Fig. 1: run 1, signal wires by layer
Scale: 4 px per um.
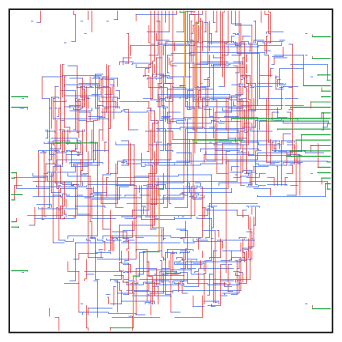
Fig. 2: run 1, M3 wires
Scale: 3 px per um. Cells faint in the background.
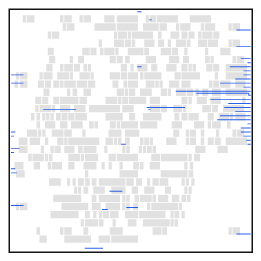
Fig. 3: run 1, clock wiring as the flow saved it
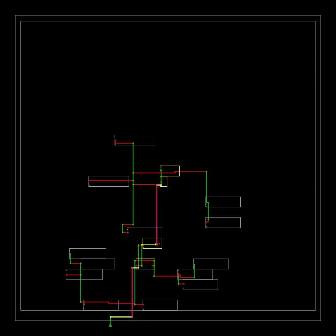
## config.mk

```make
export PLATFORM = sky130hd
export DESIGN_NAME = fifo_wr_arbiter
export DESIGN_NICKNAME = d
export VERILOG_FILES = /design/src/rtl/fifo_arb_pkg.sv /design/src/rtl/fifo_rr_picker.sv /design/src/rtl/fifo_wr_arbiter.sv
export SDC_FILE = /design/constraint.sdc
export NUM_CORES = 1
export LEC_CHECK = 0
export ABC_AREA = 1
export CAP_MARGIN = 10
export CELL_PAD_IN_SITES_DETAIL_PLACEMENT = 0
export CELL_PAD_IN_SITES_GLOBAL_PLACEMENT = 1
export CORE_UTILIZATION = 30
export DETAILED_ROUTE_END_ITERATION = 16
export GPL_TIMING_DRIVEN = 0
export PLACE_DENSITY = 0.78
export SETUP_SLACK_MARGIN = 0.05
export SLEW_MARGIN = 10
export SYNTH_ARGS = -nofsm -noshare
export SYNTH_HDL_FRONTEND = slang
export SYNTH_HIERARCHICAL = 1
export SYNTH_SLANG_ARGS = --single-unit
```

## constraint.sdc

```tcl
create_clock -name clk -period 2.7 [get_ports clk]
set_input_delay 0.405 -clock clk [delete_from_list [all_inputs] [get_ports clk]]
set_output_delay 0.405 -clock clk [all_outputs]
set_load 0.1 [all_outputs]
```

## src/rtl/fifo_arb_pkg.sv

```systemverilog
// Shared types and helpers for the fifo_wr_arbiter write-port arbiter.
`timescale 1ns/1ps
package fifo_arb_pkg;

  typedef enum logic [0:0] {
    ARB_IDLE  = 1'b0,
    ARB_BURST = 1'b1
  } arb_state_e;

  localparam int BEAT_CNT_W = 8;

  // Index width for a vector of n entries; never narrower than one bit.
  function automatic int idx_width(input int n);
    return (n > 1) ? $clog2(n) : 1;
  endfunction

endpackage

```

## src/rtl/fifo_rr_picker.sv

```systemverilog
// Rotating priority encoder: first set request at or above rr_ptr, wrapping at NUM_REQ.
`timescale 1ns/1ps
module fifo_rr_picker
  import fifo_arb_pkg::*;
#(
  parameter int NUM_REQ = 4,
  parameter int IDX_W   = idx_width(NUM_REQ)
) (
  input  logic [NUM_REQ-1:0] req,
  input  logic [IDX_W-1:0]   rr_ptr,
  output logic               valid,
  output logic [IDX_W-1:0]   idx
);

  // Scan upward from rr_ptr; rr_ptr may exceed NUM_REQ-1 only by less than 2*NUM_REQ.
  always_comb begin
    int raw;
    int pos;
    logic [IDX_W-1:0] sel;
    logic hit;
    valid = 1'b0;
    idx   = '0;
    raw   = 0;
    pos   = 0;
    sel   = '0;
    hit   = 1'b0;
    for (int k = 0; k < NUM_REQ; k++) begin
      raw   = int'(rr_ptr) + k;
      pos   = (raw >= NUM_REQ) ? raw - NUM_REQ : raw;
      pos   = (pos >= NUM_REQ) ? pos - NUM_REQ : pos;
      sel   = IDX_W'(pos);
      hit   = !valid && req[sel];
      idx   = hit ? sel : idx;
      valid = valid | hit;
    end
  end

endmodule

```

## src/rtl/fifo_wr_arbiter.sv

```systemverilog
// Round-robin, burst-locking arbiter sharing one fifo_unit write port among NUM_REQ producers.
// Define FIFO_ARB_STATS_EN to build the saturating full-stall counter behind stall_cnt.
`timescale 1ns/1ps
module fifo_wr_arbiter
  import fifo_arb_pkg::*;
#(
  parameter int NUM_REQ    = 4,
  parameter int DATA_WIDTH = 8,
  parameter int MAX_BURST  = 4
) (
  input  logic                          clk,
  input  logic                          reset_n,
  input  logic [NUM_REQ-1:0]            req,
  input  logic [NUM_REQ*DATA_WIDTH-1:0] req_data,
  output logic [NUM_REQ-1:0]            gnt,
  input  logic                          fifo_full,
  output logic                          fifo_wr,
  output logic [DATA_WIDTH-1:0]         fifo_w_data,
  output logic [idx_width(NUM_REQ)-1:0] owner,
  output logic [15:0]                   stall_cnt
);

  localparam int                    IDX_W       = idx_width(NUM_REQ);
  localparam logic [IDX_W-1:0]      LAST_IDX    = IDX_W'(NUM_REQ - 1);
  localparam logic [BEAT_CNT_W-1:0] BURST_LEN   = BEAT_CNT_W'(MAX_BURST);
  localparam bit                    SINGLE_BEAT = (MAX_BURST == 1);

  arb_state_e              st_r;
  arb_state_e              st_nxt_s;
  logic [IDX_W-1:0]        owner_r;
  logic [IDX_W-1:0]        owner_nxt_s;
  logic [BEAT_CNT_W-1:0]   beat_cnt_r;
  logic [BEAT_CNT_W-1:0]   beat_cnt_nxt_s;
  logic [IDX_W-1:0]        rr_ptr_r;
  logic [IDX_W-1:0]        rr_ptr_nxt_s;
  logic [NUM_REQ-1:0]      gnt_s;
  logic                    pick_valid_s;
  logic [IDX_W-1:0]        pick_idx_s;
  logic [BEAT_CNT_W-1:0]   beat_inc_s;

  function automatic logic [IDX_W-1:0] wrap_inc(input logic [IDX_W-1:0] i);
    return (i == LAST_IDX) ? '0 : i + IDX_W'(1);
  endfunction

  fifo_rr_picker #(
    .NUM_REQ (NUM_REQ),
    .IDX_W   (IDX_W)
  ) u_picker (
    .req    (req),
    .rr_ptr (rr_ptr_r),
    .valid  (pick_valid_s),
    .idx    (pick_idx_s)
  );

  assign beat_inc_s = beat_cnt_r + BEAT_CNT_W'(1);

  // Arbitration FSM: grant decision and next-state, all from registered state.
  always_comb begin
    gnt_s          = '0;
    st_nxt_s       = st_r;
    owner_nxt_s    = owner_r;
    beat_cnt_nxt_s = beat_cnt_r;
    rr_ptr_nxt_s   = rr_ptr_r;
    case (st_r)
      ARB_IDLE: begin
        if (pick_valid_s && !fifo_full) begin
          gnt_s[pick_idx_s] = 1'b1;
          owner_nxt_s       = pick_idx_s;
          beat_cnt_nxt_s    = BEAT_CNT_W'(1);
          if (SINGLE_BEAT) begin
            rr_ptr_nxt_s = wrap_inc(pick_idx_s);
          end else begin
            st_nxt_s = ARB_BURST;
          end
        end else begin
          st_nxt_s = ARB_IDLE;
        end
      end
      ARB_BURST: begin
        if (req[owner_r]) begin
          if (!fifo_full) begin
            gnt_s[owner_r] = 1'b1;
            beat_cnt_nxt_s = beat_inc_s;
            if (beat_inc_s == BURST_LEN) begin
              st_nxt_s     = ARB_IDLE;
              rr_ptr_nxt_s = wrap_inc(owner_r);
            end else begin
              st_nxt_s = ARB_BURST;
            end
          end else begin
            st_nxt_s = ARB_BURST;
          end
        end else begin
          // Owner let go: spend one bubble cycle re-arbitrating from the next producer.
          st_nxt_s     = ARB_IDLE;
          rr_ptr_nxt_s = wrap_inc(owner_r);
        end
      end
      default: begin
        st_nxt_s = ARB_IDLE;
      end
    endcase
  end

  // Grant is forced low while reset is held so no beat slips through asynchronously.
  assign gnt     = reset_n ? gnt_s : '0;
  assign fifo_wr = |gnt;
  assign owner   = owner_r;

  // One-hot AND-OR data mux; zero when nobody is granted.
  always_comb begin
    fifo_w_data = '0;
    for (int i = 0; i < NUM_REQ; i++) begin
      fifo_w_data = fifo_w_data | (req_data[i*DATA_WIDTH +: DATA_WIDTH] & {DATA_WIDTH{gnt[i]}});
    end
  end

  // Arbiter state registers.
  always_ff @(posedge clk or negedge reset_n) begin
    if (!reset_n) begin
      st_r       <= ARB_IDLE;
      owner_r    <= '0;
      beat_cnt_r <= '0;
      rr_ptr_r   <= '0;
    end else begin
      st_r       <= st_nxt_s;
      owner_r    <= owner_nxt_s;
      beat_cnt_r <= beat_cnt_nxt_s;
      rr_ptr_r   <= rr_ptr_nxt_s;
    end
  end

`ifdef FIFO_ARB_STATS_EN
  logic [15:0] stall_cnt_r;

  // Count cycles where someone wants the port but the FIFO is full; saturates.
  always_ff @(posedge clk or negedge reset_n) begin
    if (!reset_n) begin
      stall_cnt_r <= 16'd0;
    end else if ((|req) && fifo_full && (stall_cnt_r != 16'hFFFF)) begin
      stall_cnt_r <= stall_cnt_r + 16'd1;
    end else begin
      stall_cnt_r <= stall_cnt_r;
    end
  end

  assign stall_cnt = stall_cnt_r;
`else
  assign stall_cnt = 16'd0;
`endif

endmodule

```

==> impl_results.html, run 1 <==
<h2>Synthesis and place &amp; route</h2>
<table>
<tr><th>Metric</th><th>Value</th></tr>
<tr><th colspan="2">Place</th></tr>
<tr><td>IO Port Bufs</td><td>53</td></tr>
<tr><td>Placed cell areas</td><td>2572 um2</td></tr>
<tr><th colspan="2">Route</th></tr>
<tr><td>Total detailed-routing wirelength</td><td>5.696 mm</td></tr>
<tr><td>Final antenna-violating net count</td><td>0</td></tr>
<tr><td>Violation tally from detailed-route iteration zero</td><td>51</td></tr>
<tr><td>DRC violation count after routing</td><td>0</td></tr>
<tr><th colspan="2">Synthesis</th></tr>
<tr><td>Fraction of synthesized cell area taken by the top area cell type</td><td>0.1762</td></tr>
<tr><td>Cells in synth_stat.txt</td><td>288</td></tr>
<tr><td>Adder share</td><td>0.03388</td></tr>
<tr><td>#FFs+latches synth</td><td>13</td></tr>
<tr><td>Simple-gate area share of the yosys netlist</td><td>0.4682</td></tr>
<tr><td>Proportion of synthesized chip area in sequential cells</td><td>0.1762</td></tr>
<tr><td>Area of the mapped netlist</td><td>1847 um2</td></tr>
<tr><td>Cell accounting for the most synthesized area</td><td>sky130_fd_sc_hd__dfrtp_1</td></tr>
<tr><td>Number of cells produced by synthesis</td><td>288</td></tr>
<tr><td>Yosys synthesis chip area</td><td>1847 um2</td></tr>
<tr><th colspan="2">Global route</th></tr>
<tr><td>Overflow left after global routing</td><td>0</td></tr>
<tr><th colspan="2">Timing</th></tr>
<tr><td>Final setup vio count</td><td>10</td></tr>
<tr><td>Transition at the pin with the smallest max-transition slack</td><td>0.9757 ns</td></tr>
<tr><td>Fin Clk Skew</td><td>0.002791 ns</td></tr>
<tr><td>Worst-case setup margin in the final layout</td><td>-0.1381 ns</td></tr>
<tr><td>Final worst path period share</td><td>1.051</td></tr>
<tr><td>Final period demand of the worst path</td><td>2.838 ns</td></tr>
<tr><th colspan="2">Setup path</th></tr>
<tr><td>Slowest stage delay, CP</td><td>0.45 ns</td></tr>
<tr><td>Critical Path RT</td><td>2.30 ns</td></tr>
<tr><td>Cell count along the critical path</td><td>16</td></tr>
<tr><td>Critical register-to-register path startpoint</td><td>rr_ptr_r[0]</td></tr>
<tr><td>Critical path capture point</td><td>fifo_w_data[3]</td></tr>
<tr><td>Crit Path Class</td><td>register to output port</td></tr>
<tr><td>Startpoint of the worst setup timing path</td><td>rr_ptr_r[0]</td></tr>
<tr><td>Reg-to-reg setup timing slack</td><td>0.70 ns</td></tr>
<tr><td>Category of the worst setup path capture point</td><td>output port</td></tr>
<tr><td>Category of the worst setup path launch point</td><td>register</td></tr>
<tr><th colspan="2">Clock network</th></tr>
<tr><td>Hold_buf cts</td><td>0</td></tr>
<tr><td>Clock-pin slew of the registers on the worst-case setup and hold paths</td><td>0.06 ns</td></tr>
<tr><th colspan="2">Final layout</th></tr>
<tr><td>Top Layout Cells</td><td>sky130_fd_sc_hd__nand2_1, sky130_fd_sc_hd__inv_1, sky130_fd_sc_hd__clkdlybuf4s50_1</td></tr>
<tr><td>Layout-stage area growth over the synthesis result</td><td>63.48%</td></tr>
<tr><td>Final layout net count</td><td>418</td></tr>
<tr><th colspan="2">Run status</th></tr>
<tr><td>Failing checks</td><td>setup timing</td></tr>
<tr><td>Run status</td><td>complete, but fails checks</td></tr>
</table>
Notes on Fig. 1 above:
legend:
  metal 4:
    color: orange
    wire_length: 76.8 um
  metal 1:
    color: blue
    wire_length: 2570 um
  metal 2:
    color: red
    wire_length: 2840 um
  metal 3:
    color: green
    wire_length: 215 um
detail-routed net length per standard cell: 12.71 um
via count: 2089
Tot GR Track Use: 0.1693

Notes on Fig. 2 above:
wire length on this layer: 215 um
main direction: horizontal
nets with wire on the layer: 41
longest straight run: 24.6 um
share of all routed wire: 3.8%

Notes on Fig. 3 above:
number of clock sinks: 13
Insertion Delay late pin: 0.25 ns
clkbuf count: 3
Seq Cell Count: 13

-- run 1: flip-flops by register name, indices dropped and copies added, names as in the netlist --
name and cells:
beat_cnt_r 8, owner 2, rr_ptr_r 2, st_r 1
-- run 1: logic make-up (layout without fill, tap and decap cells) --
kind of cell	Yosys count	in the layout
and+or+nand+nor	161	162
adders and majority gates	5	5
DFF	13	13
xor gates and xnor gates	2	2
buffers and inverters	77	143
other	1	16
AOI/OAI and AO/OA	29	32
-- run 1: stage by stage --
| step | setup TNS, ns | std cells | hold WS [ns] |
|---|---|---|---|
| floorplan | -0.05055 | 303 | 0.1094 |
| global placement | -15.96 | 431 | 0.5201 |
| detailed placement | -16.45 | 431 | 0.5416 |
| CTS | -0.9760 | 446 | 0.1642 |
| global route | -2.879 | 448 | 0.1792 |
| finish | -1.010 | 448 | 0.1487 |
-- run 1: synth_stat cells --
library cell	number
sky130_fd_sc_hd__o22ai_2	2
sky130_fd_sc_hd__nand2_2	16
sky130_fd_sc_hd__buf_1	2
sky130_fd_sc_hd__nand3_1	17
sky130_fd_sc_hd__nand2_4	4
sky130_fd_sc_hd__o21ai_2	7
sky130_fd_sc_hd__inv_2	6
sky130_fd_sc_hd__nand3_4	1
sky130_fd_sc_hd__o21ai_1	12
sky130_fd_sc_hd__nand4_1	27
sky130_fd_sc_hd__buf_12	1
sky130_fd_sc_hd__nand2_1	71
sky130_fd_sc_hd__dfrtp_1	13
sky130_fd_sc_hd__ha_1	5
sky130_fd_sc_hd__a21oi_1	2
sky130_fd_sc_hd__xnor2_1	1
sky130_fd_sc_hd__xor2_1	1
sky130_fd_sc_hd__buf_4	17
sky130_fd_sc_hd__buf_6	1
sky130_fd_sc_hd__nor2_4	1
sky130_fd_sc_hd__o21ai_0	4
sky130_fd_sc_hd__nand3_2	9
sky130_fd_sc_hd__o21bai_1	1
sky130_fd_sc_hd__nand3b_1	3
sky130_fd_sc_hd__conb_1	1
sky130_fd_sc_hd__inv_1	49
sky130_fd_sc_hd__buf_2	1
sky130_fd_sc_hd__nor2_2	5
sky130_fd_sc_hd__o21bai_2	1
sky130_fd_sc_hd__nor2_1	7
-- run 1: layer usage --
metal	share of wire	track usage	wire length (um)
met5	0	0	0
met4	0.013	0.04107	76
met1	0.45	0.2259	2566
met2	0.50	0.2932	2838
met3	0.038	0.01136	214
-- run 1: cell type report --
| class | instances | share of cell area |
|---|---|---|
| Multi-Input combinational cell | 217 | 0.4753 |
| Timing Repair Buffer | 62 | 0.2404 |
| Sequential cell | 13 | 0.1111 |
| Inverter | 55 | 0.07004 |
| Buffer | 22 | 0.05678 |
| Tap cell | 75 | 0.03108 |
| Clock buffer | 3 | 0.01368 |
| Clock inverter | 1 | 0.001658 |
==> run 1 -> run 2 <==
==> constraint.sdc (replaced) <==
create_clock -name clk -period 2.9 [get_ports clk]
set_input_delay 0.435 -clock clk [delete_from_list [all_inputs] [get_ports clk]]
set_output_delay 0.435 -clock clk [all_outputs]
set_load 0.1 [all_outputs]
Fig. 4: run 2, floorplan with the power grid
Scale: 4 px per um. Pins as bars on the die edge. Tap cells in gray.
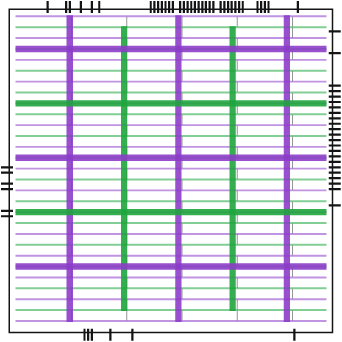
legend:
  VSS:
    color: purple
  VDD:
    color: green
rows: 28
met5 straps: 5
tap cells: 75

Fig. 5: run 2, signal wires by layer
Scale: 4 px per um.
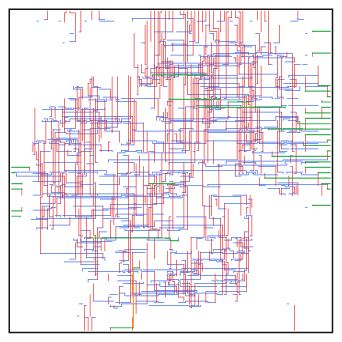
legend:
  metal 1:
    color: blue
    wire_length: 2400 um
  metal 2:
    color: red
    wire_length: 2700 um
  metal 3:
    color: green
    wire_length: 231 um
  metal 4:
    color: orange
    wire_length: 15.0 um

Fig. 6: run 2, M3 wires
Scale: 3 px per um. Cells faint in the background.
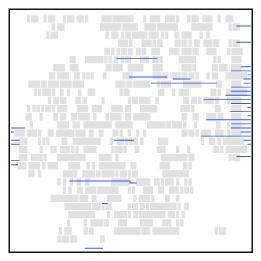
longest straight run: 21.6 um
wire length on this layer: 231 um
nets with wire on the layer: 36
share of all routed wire: 4.3%
main direction: horizontal
total detailed-routing wirelength: 5.346 mm
M3 GR Usage: 0.02614
via count: 2020

==> impl_results.html, run 2 <==
<h2>Synthesis and place &amp; route</h2>
<table>
<tr><th>Metric</th><th>Value</th></tr>
<tr><th colspan="2">Clock network</th></tr>
<tr><td>Number of clock sinks</td><td>13 (unchanged)</td></tr>
<tr><td>TritonCTS buffer count</td><td>3</td></tr>
<tr><td>Hold_buf cts</td><td>0 (unchanged)</td></tr>
<tr><td>Clock-pin slew of the registers on the worst-case setup and hold paths</td><td>0.06 ns (about the same)</td></tr>
<tr><td>Insertion Delay late pin</td><td>0.24 ns (about the same)</td></tr>
<tr><th colspan="2">Synthesis</th></tr>
<tr><td>Library cells used by synthesis</td><td>30</td></tr>
<tr><td>Area of the mapped netlist</td><td>1847 um2 (unchanged)</td></tr>
<tr><td>Dominant flop cell</td><td>sky130_fd_sc_hd__dfrtp_1</td></tr>
<tr><td>Yosys synthesis chip area</td><td>1847 um2 (unchanged)</td></tr>
<tr><td>Post-synth tally of flip-flops with integrated enable</td><td>0 (unchanged)</td></tr>
<tr><td>Fraction of synthesized cell area taken by the top area cell type</td><td>0.1762 (unchanged)</td></tr>
<tr><td>Top cell types by occurrence after synthesis</td><td>sky130_fd_sc_hd__nand2_1, sky130_fd_sc_hd__inv_1, sky130_fd_sc_hd__nand4_1</td></tr>
<tr><td>Cell accounting for the most synthesized area</td><td>sky130_fd_sc_hd__dfrtp_1</td></tr>
<tr><td>Proportion of synthesized chip area in sequential cells</td><td>0.1762 (unchanged)</td></tr>
<tr><td>#FFs+latches synth</td><td>13 (unchanged)</td></tr>
<tr><td>Most repeated cell in the gate-level netlist after synthesis</td><td>sky130_fd_sc_hd__nand2_1</td></tr>
<tr><td>Number of cells produced by synthesis</td><td>288 (unchanged)</td></tr>
<tr><td>Cell types with the largest area share after synthesis</td><td>sky130_fd_sc_hd__dfrtp_1, sky130_fd_sc_hd__nand2_1, sky130_fd_sc_hd__inv_1, sky130_fd_sc_hd__nand4_1, sky130_fd_sc_hd__buf_4</td></tr>
<tr><td>Cells in synth_stat.txt</td><td>288 (unchanged)</td></tr>
<tr><td>Fraction of registers with async set/reset</td><td>1.000 (unchanged)</td></tr>
<tr><th colspan="2">Place</th></tr>
<tr><td>Post-Place Cells</td><td>431 (unchanged)</td></tr>
<tr><td>IO Port Bufs</td><td>53 (unchanged)</td></tr>
<tr><th colspan="2">Setup path</th></tr>
<tr><td>Path depth of the worst reg2reg path</td><td>12</td></tr>
<tr><td>Slowest stage delay, CP</td><td>0.45 ns (about the same)</td></tr>
<tr><td>Critical Path RT</td><td>2.47 ns (+0.17 ns)</td></tr>
<tr><td>Startpoint of the worst setup timing path</td><td>rr_ptr_r[0]</td></tr>
<tr><td>Reg-to-reg setup timing slack</td><td>0.86 ns (+0.16 ns)</td></tr>
<tr><td>Crit Path Class</td><td>register to output port</td></tr>
<tr><td>Critical register-to-register path startpoint</td><td>rr_ptr_r[0]</td></tr>
<tr><td>Category of the worst setup path launch point</td><td>register</td></tr>
<tr><td>Critical path capture point</td><td>fifo_w_data[3]</td></tr>
<tr><td>Category of the worst setup path capture point</td><td>output port</td></tr>
<tr><td>Most prevalent standard cell on the critical path</td><td>sky130_fd_sc_hd__nand2_2</td></tr>
<tr><th colspan="2">Floorplan</th></tr>
<tr><td>Initial Util</td><td>0.3119</td></tr>
<tr><td>Die width</td><td>80.46 um</td></tr>
<tr><th colspan="2">Final layout</th></tr>
<tr><td>Largest register FFs</td><td>8 (unchanged)</td></tr>
<tr><td>Core utilization of the finished layout</td><td>0.4939</td></tr>
<tr><td>Layout-stage area growth over the synthesis result</td><td>58.33%</td></tr>
<tr><td>Number of standard cells in the layout, taps in and fillers out</td><td>441 (-1.6%)</td></tr>
<tr><td>Top Layout Cells</td><td>sky130_fd_sc_hd__nand2_1, sky130_fd_sc_hd__inv_1, sky130_fd_sc_hd__clkdlybuf4s50_1</td></tr>
<tr><td>Most flops, register</td><td>beat_cnt_r</td></tr>
<tr><td>Final layout net count</td><td>411 (-1.7%)</td></tr>
<tr><th colspan="2">Timing</th></tr>
<tr><td>Tightest hold margin</td><td>0.08395 ns (-0.06477 ns)</td></tr>
<tr><td>Fin Clk Skew</td><td>0.006056 ns (+0.003265 ns)</td></tr>
<tr><td>Max-slew headroom</td><td>0.3533</td></tr>
<tr><td>Final setup vio count</td><td>0 (-10)</td></tr>
<tr><td>Transition at the pin with the smallest max-transition slack</td><td>0.9670 ns (-0.008698 ns)</td></tr>
<tr><td>Summed negative setup slack over all endpoints</td><td>0 ns (+1.010 ns)</td></tr>
<tr><td>Final worst path period share</td><td>0.9989</td></tr>
<tr><td>Final period demand of the worst path</td><td>2.897 ns</td></tr>
<tr><th colspan="2">Global route</th></tr>
<tr><td>Tot GR Track Use</td><td>0.1679 (-0.001390)</td></tr>
<tr><td>Overflow left after global routing</td><td>0 (unchanged)</td></tr>
<tr><td>Wire length of the first global-routing pass</td><td>8.680 mm</td></tr>
<tr><th colspan="2">Route</th></tr>
<tr><td>First-pass detailed-route iteration total</td><td>4</td></tr>
<tr><td>Violation tally from detailed-route iteration zero</td><td>98 (+92%)</td></tr>
<tr><td>Detail-routed net length per standard cell</td><td>12.12 um (-4.7%)</td></tr>
<tr><td>Final antenna-violating net count</td><td>0 (unchanged)</td></tr>
<tr><td>DRC violation count after routing</td><td>0 (unchanged)</td></tr>
<tr><th colspan="2">Run</th></tr>
<tr><td>Max Cap Violations</td><td>0</td></tr>
<tr><th colspan="2">Run status</th></tr>
<tr><td>Run status</td><td>finished, final reports clean</td></tr>
</table>
-- run 2: cell types whose count changed in the layout (fill, tap and decap cells not counted), sizes merged --
cell	before	now
buf	44	37
clkbuf	3	5
clkdlybuf4s15	1	0
inv	55	54
-- run 2: critical path, delay by kind of cell (launching register included) --
kind / cells / cell delay (ns)
AND-OR/OR-AND: 2 / 0.34
flip-flops: 1 / 0.45
buffers and inverters: 5 / 0.54
AND/OR/NAND/NOR: 8 / 0.87
-- run 2: area by class of cell --
type,instances,area [um2]
fillers,597,2997
flip-flops and latches,13,330.3
plain buffers,22,171.4
clock buffers,4,45.04
multi-input cells,217,1430
repair buffers,55,636.9
inverters,55,216.5
well taps,75,93.84
-- run 2: repair_timing --
item,CTS,global route
endpoints found under the setup margin,13,13
cloned,4,1
pin swaps,9,17
gates resized,139,35
setup buffers,1,0
-- run 2: kinds of logic (layout without fill, tap and decap cells) --
group	count (synthesis)	count (layout)	synth area share
AND/OR/NAND/NOR	161	162	0.4682
buffers and inverters	77	136	0.2046
AND-OR/OR-AND	29	32	0.1057
flip-flops	13	13	0.1762
adder cells (fa/ha/maj)	5	5	0.03388
XOR/XNOR	2	2	0.009487
other	1	16	0.002031
-- run 2: stage by stage --
step	setup slack [ns]	area [um2]
2_1_floorplan	0.05001	1906
3_3_place_gp	-1.186	2530
3_5_place_dp	-1.199	2530
4_1_cts	0.04208	2789
5_1_grt	-0.1513	2924
6_report	0.003213	2924
-- run 2: per-layer routing --
| metal | GRT usage | wire length (um) | up-vias |
|---|---|---|---|
| li1 | - | - | 1063 |
| met1 | 0.2102 | 2401 | 910 |
| met2 | 0.3008 | 2699 | 45 |
| met3 | 0.02614 | 230 | 2 |
| met4 | 0.03214 | 14 | 0 |
| met5 | 0 | 0 | - |
-- run 2: how the worst min path moves through the flow --
stage,to,slack (ns)
global route,beat_cnt_r[2],0.11
detailed placement,rr_ptr_r[0],0.53
CTS,beat_cnt_r[2],0.30
finish,beat_cnt_r[2],0.08
global placement,rr_ptr_r[0],0.52
floorplan,beat_cnt_r[0],0.14
